Fig. 1: run 1, nets reached from selected ports
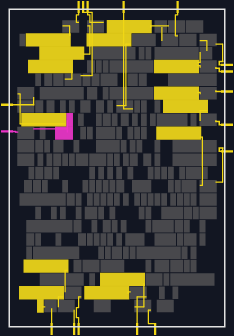
Fig. 2: run 1, metal layers overlaid
Scale bar: 10 um.
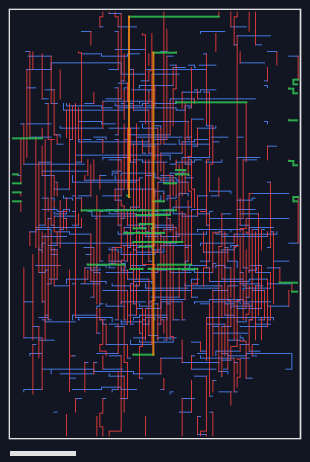
Fig. 3: run 1, the clock network
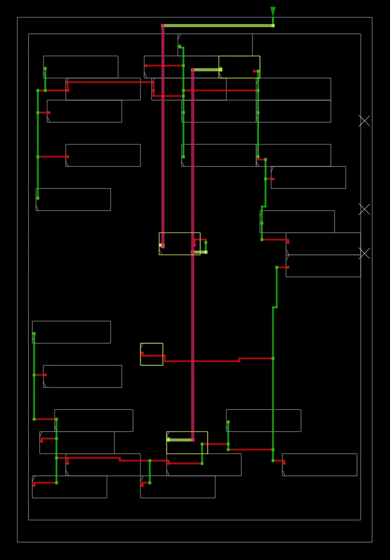
Design ctrl_sequencer, sky130hd; sources not shown.
==> results_slide.txt, run 1 <==
Implementation Results

Synth
  – Leading area contributor after synthesis: sky130_fd_sc_hd__dfrtp_1
  – Top cells by area: sky130_fd_sc_hd__dfrtp_1 40%, sky130_fd_sc_hd__nand2_1 14%, sky130_fd_sc_hd__nor2_1 7.6%
  – XOR Share, Synth: 0.00588
  – Count of distinct cell types in the synthesized netlist: 23
  – Count of mapped cells out of synthesis: 198
  – Yosys stat cell total: ~200
  – Area share, top type: 0.403
  – Adder and majority gate portion of the synthesized area: 0.0252
  – Synthesized-area fraction occupied by and/or/nand/nor cells: 0.371
  – Chip Area, Yosys: roughly 1500 um2
  – Synthesized-area fraction occupied by ao, oa, aoi and oai cells: 0.0454
  – Post-synth ARST share: 1.00
  – Syn_nets: 212
  – Sequential share of the synthesized area: 0.456
  – Average size of a mapped cell: 7.52 um2
  – Syn Std Cell Area: 1490 um2
  – Mux frac, synth: 0
  – Main logic family after synthesis: simple AND/OR/NAND/NOR gates
  – Dominant register cell in the synthesized netlist: sky130_fd_sc_hd__dfrtp_1
  – Number of warnings issued by yosys: 0
  – Synth cell count leaders: 57 x sky130_fd_sc_hd__nand2_1, 30 x sky130_fd_sc_hd__nor2_1, 29 x sky130_fd_sc_hd__inv_1
  – Flops out of synthesis: 27
  – Number of enable flip-flop cells: 0
  – Top-count cell post-synth: sky130_fd_sc_hd__nand2_1

Cells and area
  – Area occupied by multi-input gates: 671 um2
  – Proportion of cell area spent on the clock network: 0.0260
  – Finished Core Util: 0.766
  – Inverter tally of the final layout excluding the clock network: 31
  – Proportion of cell area occupied by registers: 0.362
  – FILL cells: 178
  – Combinational fraction of the cell area: 0.358
  – Post-route non-filler standard cell count: about 260
  – Leading cell type in the layout, fill and taps excluded: sky130_fd_sc_hd__nand2_1
  – MI comb cells: 137
  – Sequential cells: 27
  – Largest class: sequential cells
  – Most frequent logic cells in the routed design: 57 x sky130_fd_sc_hd__nand2_1, 30 x sky130_fd_sc_hd__nor2_1, 29 x sky130_fd_sc_hd__inv_1
  – Number of flip-flops in the largest register: 14
  – Layout area overhead: 26.0%
  – Antenna diode count: 0
  – Fraction of layout cells with a size suffix above 1: 0.108
  – Non-clock buffering overhead: 0.176
  – Count of plain and timing-repair buffers in the layout: 32
  – Final cell area excluding filler cells: 1880 um2
  – Net count, final: around 250
  – Storage cell area: 679 um2

Pwr
  – Leakage power: 0.990 nW
  – Flop+latch power: 0.657 mW
  – Worst VDD drop: around 600 uV
  – Int Pwr: 1.09 mW
  – Share of total power in the clock network: 0.117
  – Logic pwr share: 0.556
  – Power group with the highest consumption: combinational logic
  – Switching power total: 0.923 mW
  – Overall power consumption: ~2.0 mW
  – Sw Ratio: 0.458
  – Combinational group power: between 1 and 1.5 mW
  – Power Dens Cells: 1070 nW/um2
  – Sequential fraction of design power: 0.326

Critical path
  – Required @ worst endpoint: 2.90 ns
  – Top delay family on crit path: simple AND/OR/NAND/NOR gates
  – Startpoint types: flop
  – Sum of buffers and inverters on the critical path: 0
  – Critical Path Fanout Max: 7
  – Slack of the worst reg-to-reg path: 1.03 ns
  – Cells traversed along the worst timing path: nor2_1 -> nand3_2 -> o21ai_0 -> nand3_1 -> nor3_1
  – Crit Path Category: reg2reg
  – CP max stage cell: sky130_fd_sc_hd__dfrtp_1
  – Capturing element type of the critical path: flop
  – Critical path's largest stage delay: 0.42 ns
  – Arrival time of the worst setup path: ~1.9 ns
  – Logic depth of the worst register-to-register path: 5
  – Crit path depth: 5

Die
  – Chip Height: approximately 65 um
  – Well-tap cell count: 24
  – Chip Footprint: roughly 2800 um2
  – Core footprint: 2450 um2
  – Fp_density: 0.608
  – Horizontal die dimension: 43.7 um
  – Site Rows: 22

CTS
  – Inserted Clock Buffers: 3
  – Bufs on Longest Clock Path: 2
  – Number of levels the H-tree was split into: 1
  – Clock tree from TritonCTS: built
  – Clk slew on worst S/H paths: ~0.09 ns
  – Setup Buffers After CTS: 0
  – Post-cts repair resize count: 0
  – # hold bufs at CTS: 0
  – Cell at the root of the clock tree: sky130_fd_sc_hd__clkbuf_8

Routing
  – Avg Vias per Cell: around 5.3
  – ANT nets after route: 0
  – Router iterations before antenna repair: 6
  – Residual DRC: 3
  – Violation count after the first detailed-routing iteration: 35
  – Met2 wire len: 1720 um
  – Met3 routed wirelength: approximately 120 um
  – Highest signal layer in the routed design: met4
  – M1 WL: 1130 um

Timing
  – Final hold slack: between 0.4 and 0.5 ns
  – Worst slew margin relative to its limit: 0.638
  – Min Tclk post-route: 1.67 ns
  – Worst-margin pin slew: 0.541 ns
  – Number of max-slew violations in the final report: 0
  – Hold Fails Final Rpt: 0
  – Sum Neg Setup Slack: 0 ns
  – Final tally of setup violations: 0
  – Post-route clock period utilization: 0.617
  – FMAX: 600 MHz
  – Minimum setup slack in the final design: ~1.0 ns
  – RSZ-0062 raised after global routing: false

Global routing
  – Fraction of met2 tracks used by global routing: 0.455
  – Largest net degree at the start of global routing: 19
  – Initial antenna violation count: 0
  – Met1 Track Usage GR: 0.250
  – Met3 Resource Use GR: 0.0279
  – First-pass GRT wire length: 5080 um
  – Busiest layer in global routing: met2
  – Vias in the first global route: 1296
  – Total gr overflow: 0

Place
  – DP Cell Count: approximately 250
  – Area after DPL: 1830 um2
  – Placement-stage worst setup slack: 0.895 ns
  – Detailed placement HPWL: 2460 um
  – Routability congestion estimate from global placement: 0.954

Run status
  – Violated checks: design-rule violations
  – Result of the run: finished, violations left

Run
  – Number of logged tool warnings: 28
  – Maxcap violations: 0

Worst hold path
  – Tightest Hold Check Type: in2async
Notes on Fig. 1 above:
o_control: in yellow, bits 16, direction output, edge 5 right, 5 bottom, 5 top, 1 left, end cells 15, buffers 18, wire 197 um. i_start: in magenta, bits 1, direction input, edge left, end cells 2, buffers 1, wire 10.6 um.
boundary pin count: 30
number of buffers inserted by port buffering: 28

Notes on Fig. 2 above:
metal 1: in blue, wire length 1130 um. metal 3: in green, wire length 118 um. metal 4: in orange, wire length 72.8 um. metal 2: in red, wire length 1720 um.
Vias: 1350
Global Route Usage Sum: 0.252
routed length per instance: 11.9 um
DRT Wirelength: 3040 um

Notes on Fig. 3 above:
Clk power: 0.236 mW
Num Clock Sinks: 27
source-to-sink clock delay at the later pin of the worst-skew pair: 0.28 ns
Max Clock Skew: 0.00414 ns
number of clock-tree buffers in the layout: 3

==> run 1 -> run 2 <==
Settings changed: CORE_UTILIZATION 57 to 53, PLACE_DENSITY 0.91 to 0.86.
Clock period 2.7 ns to 1.7 ns, I/O delays scaled along.
==> run 2 against run 1 <==
Register-to-register slack got worse by 0.93 ns; combinational power increased by 64%; clock power up 59%; non-clock buffer count did not move; highest routed layer unchanged; final cell count grew 5.1%; die area up 7.3%; cell area grew 1.9%; first-iteration DRC count is 43% higher; the run now ends clean.
==> results_slide.txt, run 2 <==
Implementation Results

Pwr
  – Share of total power in the clock network: 0.115 (-0.002)
  – Combinational group power: 1.84 mW (+64%)
  – Logic pwr share: 0.565 (+0.009)
  – Overall power consumption: 3.26 mW (+62%)
  – Leakage power: 0.987 nW (-0.32%)
  – Power Dens Cells: 1710 nW/um2 (+59%)
  – Power group with the highest consumption: combinational logic
  – Flop+latch power: 1.04 mW (+58%)
  – Sw Ratio: 0.462 (+0.00387)
  – Worst VDD drop: 1140 uV (+91%)
  – Int Pwr: 1.75 mW (+61%)
  – Switching power total: 1.51 mW (+63%)
  – Sequential fraction of design power: 0.320 (-0.006)

Place
  – Area after DPL: 1830 um2 (+0.21%)
  – Number of buffers inserted by port buffering: 28 (unchanged)
  – Detailed placement HPWL: 2560 um (+3.8%)
  – Routability congestion estimate from global placement: 0.961 (+0.79%)
  – DP Cell Count: 264 (+5.2%)
  – Placement-stage worst setup slack: 0.0234 ns (-0.872 ns)

Synth
  – XOR Share, Synth: 0.00588 (unchanged)
  – Yosys stat cell total: 198 (unchanged)
  – Flops out of synthesis: 27 (unchanged)
  – Synth cell count leaders: 57 x sky130_fd_sc_hd__nand2_1, 30 x sky130_fd_sc_hd__nor2_1, 29 x sky130_fd_sc_hd__inv_1
  – Main logic family after synthesis: simple AND/OR/NAND/NOR gates
  – Area share, top type: 0.403 (unchanged)
  – Count of distinct cell types in the synthesized netlist: 23 (unchanged)
  – Syn_nets: 212 (unchanged)
  – Sequential share of the synthesized area: 0.456 (unchanged)
  – Number of enable flip-flop cells: 0 (unchanged)
  – Post-synth ARST share: 1.00 (unchanged)
  – Dominant register cell in the synthesized netlist: sky130_fd_sc_hd__dfrtp_1
  – Top-count cell post-synth: sky130_fd_sc_hd__nand2_1
  – Number of warnings issued by yosys: 0 (unchanged)
  – Adder and majority gate portion of the synthesized area: 0.0252 (unchanged)
  – Synthesized-area fraction occupied by ao, oa, aoi and oai cells: 0.0454 (unchanged)
  – Leading area contributor after synthesis: sky130_fd_sc_hd__dfrtp_1
  – Chip Area, Yosys: 1490 um2 (unchanged)
  – Synthesized-area fraction occupied by and/or/nand/nor cells: 0.371 (unchanged)
  – Average size of a mapped cell: 7.52 um2 (unchanged)
  – Mux frac, synth: 0 (unchanged)
  – Count of mapped cells out of synthesis: 198 (unchanged)
  – Syn Std Cell Area: 1490 um2 (unchanged)
  – Top cells by area: sky130_fd_sc_hd__dfrtp_1 40%, sky130_fd_sc_hd__nand2_1 14%, sky130_fd_sc_hd__nor2_1 7.6%

Timing
  – FMAX: 627 MHz (+4.5%)
  – Post-route clock period utilization: 0.938 (+0.321)
  – Final tally of setup violations: 0 (unchanged)
  – Hold Fails Final Rpt: 0 (unchanged)
  – Worst slew margin relative to its limit: 0.552 (-0.0857)
  – Max Clock Skew: 0.00446 ns (+0.000324 ns)
  – Number of max-slew violations in the final report: 0 (unchanged)
  – Worst-margin pin slew: 0.669 ns (+0.128 ns)
  – Min Tclk post-route: 1.59 ns (-0.0716 ns)
  – RSZ-0062 raised after global routing: true
  – Sum Neg Setup Slack: 0 ns (unchanged)
  – Final hold slack: 0.375 ns (-0.0925 ns)

CTS
  – Clk slew on worst S/H paths: 0.09 ns (about the same)
  – Number of levels the H-tree was split into: 1 (unchanged)
  – Num Clock Sinks: 27 (unchanged)
  – Clock tree from TritonCTS: built
  – Source-to-sink clock delay at the later pin of the worst-skew pair: 0.28 ns (about the same)
  – Inserted Clock Buffers: 3 (unchanged)
  – Setup Buffers After CTS: 0 (unchanged)
  – Post-cts repair resize count: 0 (unchanged)
  – Cell at the root of the clock tree: sky130_fd_sc_hd__clkbuf_8
  – # hold bufs at CTS: 0 (unchanged)
  – Bufs on Longest Clock Path: 2 (unchanged)

Critical path
  – Top delay family on crit path: simple AND/OR/NAND/NOR gates
  – CP max stage cell: sky130_fd_sc_hd__dfrtp_1
  – Dominant cell type by count on the critical path: sky130_fd_sc_hd__nand2_1
  – Capturing element type of the critical path: flop
  – Arrival time of the worst setup path: 1.78 ns (-0.08 ns)
  – Cells traversed along the worst timing path: inv_2 -> ha_2 -> inv_1 -> nand2_1 -> nand2_1 -> nor2_1 -> nor2_1 -> nand2_1 -> nor2_4 -> nand3_1 -> nand2_1 -> inv_1
  – Critical Path Fanout Max: 4 (-3)
  – Startpoint types: flop
  – Logic depth of the worst register-to-register path: 12 (+7)
  – Required @ worst endpoint: 1.88 ns (-1.02 ns)
  – Slack of the worst reg-to-reg path: 0.11 ns (-0.93 ns)
  – Critical path's largest stage delay: 0.42 ns (about the same)
  – Crit path depth: 12 (+7)
  – Sum of buffers and inverters on the critical path: 3 (+3)
  – Crit Path Category: reg2reg

Global routing
  – Total gr overflow: 0 (unchanged)
  – Met3 Resource Use GR: 0.0352 (+0.00738)
  – Busiest layer in global routing: met2
  – Fraction of met2 tracks used by global routing: 0.475 (+0.0194)
  – Vias in the first global route: 1295 (-0.077%)
  – First-pass GRT wire length: 5410 um (+6.5%)
  – Initial antenna violation count: 0 (unchanged)
  – Met1 Track Usage GR: 0.268 (+0.0174)
  – Largest net degree at the start of global routing: 17 (-2)

Cells and area
  – Net count, final: 246 (unchanged)
  – Combinational fraction of the cell area: 0.368 (+0.0102)
  – Number of clock-tree buffers in the layout: 3 (unchanged)
  – Proportion of cell area spent on the clock network: 0.0255 (-0.000494)
  – Post-route non-filler standard cell count: 268 (+5.1%)
  – Most frequent logic cells in the routed design: 57 x sky130_fd_sc_hd__nand2_1, 28 x sky130_fd_sc_hd__inv_1, 28 x sky130_fd_sc_hd__clkdlybuf4s50_1
  – FILL cells: 240 (+35%)
  – Area occupied by multi-input gates: 703 um2 (+4.9%)
  – Inverter tally of the final layout excluding the clock network: 31 (unchanged)
  – MI comb cells: 137 (unchanged)
  – Fraction of layout cells with a size suffix above 1: 0.134 (+0.0260)
  – Proportion of cell area occupied by registers: 0.355 (-0.00687)
  – Number of flip-flops in the largest register: 14 (unchanged)
  – Finished Core Util: 0.714 (-0.0512)
  – Storage cell area: 679 um2 (unchanged)
  – Largest class: multi-input combinational cells
  – Antenna diode count: 0 (unchanged)
  – Leading cell type in the layout, fill and taps excluded: sky130_fd_sc_hd__nand2_1
  – Non-clock buffering overhead: 0.166 (-0.00989)

Die
  – Core footprint: 2680 um2 (+9.2%)
  – Horizontal die dimension: 45.3 um (+3.5%)
  – Boundary pin count: 30 (unchanged)
  – Well-tap cell count: 37 (+54%)
  – Chip Footprint: 3030 um2 (+7.3%)
  – Site Rows: 23 (+4.5%)
  – Fp_density: 0.556 (-0.0514)
  – Chip Height: 66.9 um (+3.6%)

Routing
  – Residual DRC: 0 (-3)
  – Routed length per instance: 11.7 um (-1.7%)
  – M1 WL: 1160 um (+2.4%)
  – Met2 wire len: 1800 um (+5.1%)
  – ANT nets after route: 0 (unchanged)
  – Violation count after the first detailed-routing iteration: 50 (+43%)
  – Met3 routed wirelength: 121 um (+3.4%)
  – Avg Vias per Cell: 4.98 (-5.9%)
  – Router iterations before antenna repair: 5 (-1)
  – Highest signal layer in the routed design: met4

Run
  – Maxcap violations: 0 (unchanged)
  – Number of logged tool warnings: 29 (+3.6%)

Run status
  – Result of the run: finished clean

Worst hold path
  – Tightest Hold Check Type: in2async
Fig. 4: run 2, metal layers overlaid
Scale bar: 10 um.
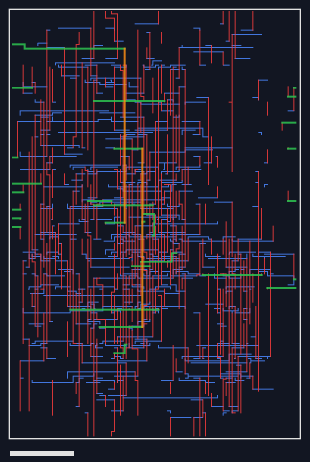
metal 1: in blue, wire length 1160 um. metal 3: in green, wire length 121 um. metal 4: in orange, wire length 55.1 um. metal 2: in red, wire length 1800 um.
DRT Wirelength: 3140 um
Global Route Usage Sum: 0.259
Vias: 1335

Fig. 5: run 2, the clock network
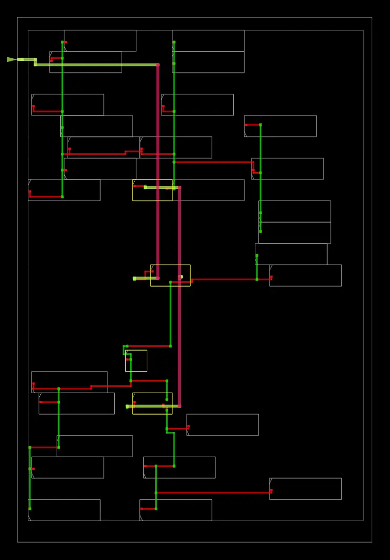
sequential cells: 27
Clk power: 0.375 mW

Fig. 6: run 2, sizing map
Scale bar: 10 um.
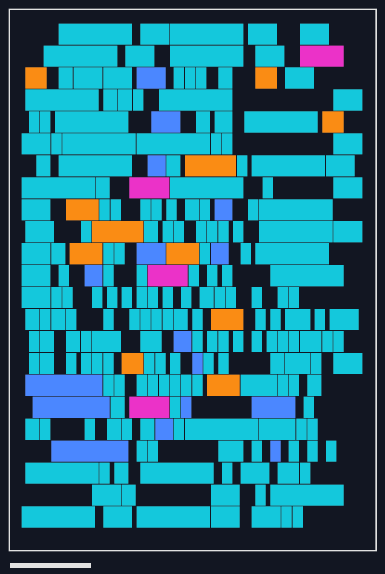
_0 and _1 cells: in cyan, cells 200. _3 and _4 cells: in orange, cells 11. _6 and larger: in magenta, cells 4. _2 cells: in blue, cells 16.
Layout area overhead: 28.4%
final cell area excluding filler cells: 1910 um2
minimum setup slack in the final design: 0.106 ns
count of plain and timing-repair buffers in the layout: 32

No activity file was given, so power comes from the tool's default toggle rates.
